Ports around the boundary:
Scale bar: 20 um. Pins as bars across the die edge, other pins in grey.
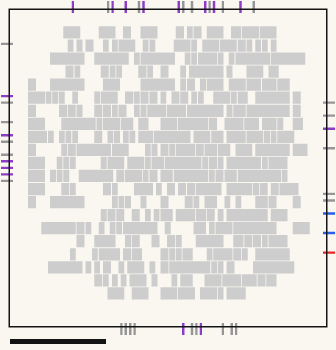
Clock wiring as the flow saved it:
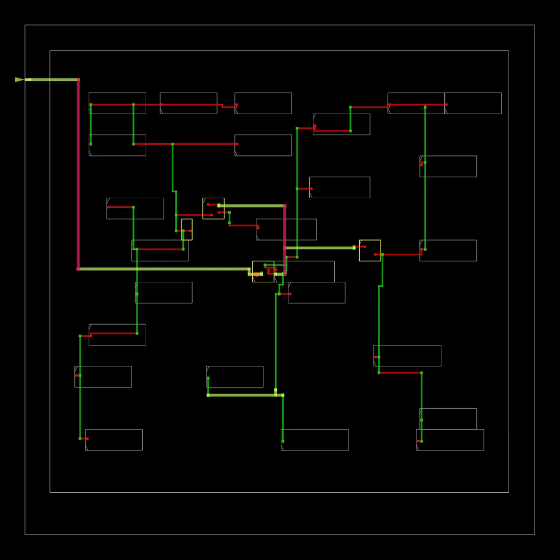
===== config.mk =====
export PLATFORM = sky130hd
export DESIGN_NAME = shift_seq
export DESIGN_NICKNAME = d
export VERILOG_FILES = /design/src/rtl/shift_seq.sv
export SDC_FILE = /design/constraint.sdc
export NUM_CORES = 1
export LEC_CHECK = 0
export ABC_AREA = 1
export CORE_MARGIN = 3
export CORE_UTILIZATION = 42
export DETAILED_ROUTE_END_ITERATION = 7
export GPL_TIMING_DRIVEN = 0
export PLACE_DENSITY_LB_ADDON = 0.3
export SLEW_MARGIN = 0
export SYNTH_ARGS = -nofsm -noshare
export SYNTH_HDL_FRONTEND = slang
export SYNTH_SLANG_ARGS = --single-unit

===== constraint.sdc =====
create_clock -name clk -period 1.35 [get_ports clk]
set_clock_uncertainty 0.05 [all_clocks]
set_input_delay 0.2025 -clock clk [delete_from_list [all_inputs] [get_ports clk]]
set_output_delay 0.2025 -clock clk [all_outputs]
set_load 0.02 [all_outputs]

===== src/rtl/shift_seq.sv =====
// Iterative one-bit-per-cycle shift/rotate unit (LSL, LSR, ASR, ROL) with
// valid/ready handshakes on request and result; carry_out holds the last bit shifted out.
module shift_seq #(
   parameter int WIDTH = 16,
   parameter int SHW   = 4
) (
   input  logic             clk,
   input  logic             reset,
   input  logic             start_valid,
   output logic             start_ready,
   input  logic [WIDTH-1:0] data_in,
   input  logic [SHW-1:0]   shamt,
   input  logic [1:0]       shift_op,
   output logic             result_valid,
   input  logic             result_ready,
   output logic [WIDTH-1:0] data_out,
   output logic             carry_out,
   output logic             busy
);

   localparam logic [1:0] OP_LSL = 2'b00;
   localparam logic [1:0] OP_LSR = 2'b01;
   localparam logic [1:0] OP_ASR = 2'b10;
   localparam logic [1:0] OP_ROL = 2'b11;

   typedef enum logic [1:0] {
      IDLE  = 2'b00,
      SHIFT = 2'b01,
      DONE  = 2'b10
   } state_t;

   state_t           state;
   state_t           state_next;
   logic [SHW-1:0]   count;
   logic [1:0]       op;
   logic [WIDTH-1:0] step_data;
   logic             step_carry;

   always_comb begin
      state_next   = state;
      start_ready  = 1'b0;
      result_valid = 1'b0;
      busy         = 1'b1;
      case (state)
         IDLE: begin
            start_ready = 1'b1;
            busy        = 1'b0;
            if (start_valid) begin
               state_next = (shamt == '0) ? DONE : SHIFT;
            end
         end
         SHIFT: begin
            if (count == SHW'(1)) begin
               state_next = DONE;
            end
         end
         DONE: begin
            result_valid = 1'b1;
            if (result_ready) begin
               state_next = IDLE;
            end
         end
         default: begin
            state_next = IDLE;
         end
      endcase
   end

   // Single-bit step of the datapath for the op latched at acceptance
   always_comb begin
      step_data  = data_out;
      step_carry = carry_out;
      case (op)
         OP_LSL: begin
            step_carry = data_out[WIDTH-1];
            step_data  = {data_out[WIDTH-2:0], 1'b0};
         end
         OP_LSR: begin
            step_carry = data_out[0];
            step_data  = {1'b0, data_out[WIDTH-1:1]};
         end
         OP_ASR: begin
            step_carry = data_out[0];
            step_data  = {data_out[WIDTH-1], data_out[WIDTH-1:1]};
         end
         OP_ROL: begin
            step_carry = data_out[WIDTH-1];
            step_data  = {data_out[WIDTH-2:0], data_out[WIDTH-1]};
         end
         default: begin
            step_carry = carry_out;
            step_data  = data_out;
         end
      endcase
   end

   // Reset drops any request in flight; otherwise registers move only per state
   always_ff @(posedge clk) begin
      if (reset) begin
         state     <= IDLE;
         data_out  <= '0;
         carry_out <= 1'b0;
         count     <= '0;
         op        <= OP_LSL;
      end else begin
         state <= state_next;
         case (state)
            IDLE: begin
               if (start_valid) begin
                  data_out  <= data_in;
                  op        <= shift_op;
                  count     <= shamt;
                  carry_out <= 1'b0;
               end
            end
            SHIFT: begin
               data_out  <= step_data;
               carry_out <= step_carry;
               count     <= count - SHW'(1);
            end
            default: begin
            end
         endcase
      end
   end

endmodule

==> impl_report.txt <==
FLOW METRICS REPORT
----------------------------------------------------
[Die]
  Total die area ........................ 4340 um^2
  Floorplan row count ........................ 21
  Overall die height ........................ 65.9 um
  Die X-Extent ........................ 65.9 um
  CORE AREA ........................ 3390 um^2
  Num ports ........................ 46
  Effective utilization at floorplan ........................ 44.4%

[Placed design]
  Final RePlAce weighted congestion ........................ 0.815
  # port buffers ........................ 44
  Instance area at placement ........................ 2010 um^2
  Detailed-placement wirelength estimate ........................ 3.00 mm

[Final timing]
  Tcrit/Tclk final ........................ 104%
  Remaining max-slew budget at the tightest pin ........................ 58.3%
  Worst setup margin ........................ -59.8 ps
  Unrepaired setup endpoints after global routing ........................ yes
  Final tally of setup violations ........................ 15
  Min cycle time layout ........................ 1410 ps
  Final hold vios ........................ 0
  Pin slew with the least headroom to its limit ........................ 626 ps
  Max Slew Vio Count ........................ 0
  Achievable Freq ........................ 0.709 GHz

[Clock network]
  Clock root buffer ........................ clkbuf_4
  Clock-pin transition on the worst setup and hold timing paths ........................ 150 ps
  Max clock buf depth ........................ 2
  CTS Hold Bufs ........................ 0
  Clock sink count ........................ 25
  Skew-Pair Late Insertion Delay ........................ 330 ps
  H-tree levels ........................ 1
  Clock tree from TritonCTS ........................ yes

[Power and ir drop]
  Proportion of power drawn by the clock network ........................ 12.0%
  Power per cell area ........................ 1290 nW/um^2
  Lkg Pwr ........................ 0.958 nW
  Part of the total power dissipated in sequential elements ........................ 34.4%
  Cell internal pwr ........................ 1.67 mW
  Switching power share of the total ........................ 44.0%
  Switching power ........................ 1.32 mW
  Portion of total power attributed to combinational logic ........................ 53.7%
  Total design power ........................ 2.99 mW
  Peak VDD IR ........................ 0.694 mV

[Logic synthesis]
  Seq/Total Area, Yosys ........................ 33.2%
  Library cells used by synthesis ........................ 18
  Combined area of all synthesized cells ........................ 1510 um^2
  Net Count, Synth ........................ 271
  Cell accounting for the most synthesized area ........................ dfxtp_1
  Top-area cell share ........................ 33.2%
  Synthesized chip area reported by yosys ........................ 1510 um^2
  Top cells by count ........................ nand2_1 (63), nor2_1 (39), nand3_1 (35)
  Cells in synth_stat.txt ........................ 239
  Post-synthesis area per instance ........................ 6.30 um^2
  Dominant cell by count in the synthesized netlist ........................ nand2_1
  Share of flip-flops with an asynchronous set or reset ........................ 0%
  Number of enable-type register cells in the synthesized netlist ........................ 0
  Synthesized instance count ........................ 239
  Most used flip-flop cell after synthesis ........................ dfxtp_1
  Post-synthesis sequential element count ........................ 25
  YS warnings ........................ 0

[Flow run]
  Tool Warnings ........................ 32
  Reported max-cap violation count ........................ 0

[Worst hold path]
  Worst hold path class ........................ input port to flip-flop
  Startpoint of the tightest hold check path ........................ reset
  Hold Path Sink ........................ data_out[6]
  Worst hold path stage count ........................ 2

[Global routing]
  Pin count of the biggest net entering global routing ........................ 14
  Number of global-route vias before repair ........................ 1613
  Wire length of the first global-routing pass ........................ 7.37 mm
  GRT overflow ........................ 0
  GRT Overall Usage ........................ 21.6%
  Number of antenna violations at the first check in global routing ........................ 0

[Critical path]
  Cell Chain, Critical Path ........................ buf_6 -> ha_4 -> inv_2 -> nand2_4 -> buf_6 -> nand3_2 -> nand3_2 -> nand2_1 -> a21oi_1
  CP Data Required Time ........................ 1510 ps
  Data arrival time at the worst-slack endpoint ........................ 1570 ps
  Flop-to-flop setup slack ........................ -60 ps
  Worst r2r dst ........................ data_out[4]
  Delay of the slowest critical-path stage ........................ 400 ps
  Endpoint class of the critical path ........................ flip-flop
  Critical path launch point type ........................ flip-flop
  Startpoint of the worst-slack reg-to-reg timing path ........................ op[0]
  Category of the most critical setup path ........................ flip-flop to flip-flop
  Maximum fanout along the worst path ........................ 5

[Routing]
  Post-detailed-route via-to-cell ratio ........................ 5.25
  Via count of the routed design ........................ 1818
  Detailed-route wire length ........................ 4.96 mm
  First drt pass iteration count ........................ 6
  Drt drc ........................ 0
  Routed wire length per instance ........................ 14.3 um
  Initial DRC count ........................ 173

[Finish]
  Fraction of layout instances using a drive strength above 1 ........................ 32.0%
  Total number of nets in the final design ........................ 333
  Count of antenna diodes in the layout ........................ 0
  Final instance area ........................ 2320 um^2
  Syn-to-layout area delta ........................ 54.1%
  Final standard cell utilization of the core ........................ 68.5%

[Status]
  Violated checks ........................ negative setup slack
  Run status ........................ complete, but fails checks

----------------------------------------------------
-- 'ports around the boundary' (at the start) --
- blue: shift_op (pins 2; direction input; edge east)
- red: reset (pins 1; direction input; edge east)
- purple: data_in (pins 16; direction input; edge 8 north, 5 west, 2 south, 1 east)
- all pins by edge: 15 north, 11 south, 11 west, 9 east

-- 'clock wiring as the flow saved it' (at the start) --
final-layout clock buffer total: 4
power attributed to the clock group: 0.358 mW

==> power by group through the flow <==
stage | Clock, mW | Combinational, mW | Sequential [mW]
global placement | 0 | 1.26 | 1.01
global route | 0.396 | 1.74 | 1.05
CTS | 0.362 | 1.39 | 0.999
detailed placement | 0 | 1.28 | 1.01
finish | 0.358 | 1.61 | 1.03
floorplan | 0 | 0.734 | 1.08
==> repair_timing <==
action / CTS / global route
cloned: 2 / 0
pin swaps: 5 / 21
setup endpoints to repair: 37 / 35
resized: 65 / 76
setup buffers: 9 / 2
==> kinds of logic after synthesis <==
kind of cell | count (synthesis) | synth area share [%]
adders and majority gates | 6 | 4.98
AOI/OAI and AO/OA | 38 | 13.5
buffers and inverters | 30 | 10.0
DFF | 25 | 33.2
and+or+nand+nor | 140 | 38.3
==> critical path, delay by kind of cell (launching register included) <==
kind | cells | cell delay, ps
flops | 1 | 400
buf+inv | 3 | 330
simple gates | 4 | 320
fa+ha+maj | 1 | 150
compound gates | 1 | 70
==> worst max-delay path by stage <==
stage | start | slack, ps | endpoint | cells past startpoint
after floorplan | op[0] | 10 | data_out[11] | 9
after global placement | start_valid | -220 | data_out[8] | 6
after detailed placement | start_valid | -250 | data_out[11] | 6
after CTS | state[0] | -40 | busy | 4
after global routing | op[0] | -100 | data_out[4] | 9
final | op[0] | -60 | data_out[4] | 9
==> through the flow <==
stage / setup TNS, ps / instances / setup WS, ps / hold slack [ps]
CTS: -38.6 / 344 / -38.6 / 237
detailed placement: -4200 / 329 / -246 / 406
global placement: -3890 / 329 / -222 / 400
finish: -515 / 346 / -59.8 / 294
floorplan: 0 / 239 / 10.6 / 327
global route: -1160 / 346 / -102 / 295
==> cell usage in the layout, fill, tap and decap left out, types with 9 or more instances in the layout <==
| cell | n |
|---|---|
| a21oi_1 | 21 |
| buf_4 | 11 |
| buf_6 | 12 |
| clkbuf_2 | 14 |
| clkdlybuf4s50_1 | 24 |
| dfxtp_1 | 19 |
| inv_1 | 9 |
| nand2_1 | 55 |
| nand3_1 | 17 |
| nand3_2 | 17 |
| nor2_1 | 39 |
| o21ai_0 | 10 |
==> metal layers <==
layer  track usage (%)  up-vias  wire length, um
met5                 0        -                0
met4              8.03        0               77
met3              5.27       11              287
met2              36.2       73             2540
met1              26.6      836             2060
li1                  -      898                -
==> state kept, by name, summed over array words and instances (netlist names) <==
| register | count |
|---|---|
| data_out | 16 |
| carry_out | 1 |
| state | 2 |
| count | 4 |
| op | 2 |
==> layout make-up <==
class / count / area (um^2)
fillers: 296 / 1070
plain buffers: 12 / 104
multi-input cells: 184 / 1050
flip-flops and latches: 25 / 515
well taps: 46 / 57.6
clock buffers: 4 / 26.3
inverters: 18 / 80.1
repair buffers: 57 / 487
Power and IR drop assume default switching activity.
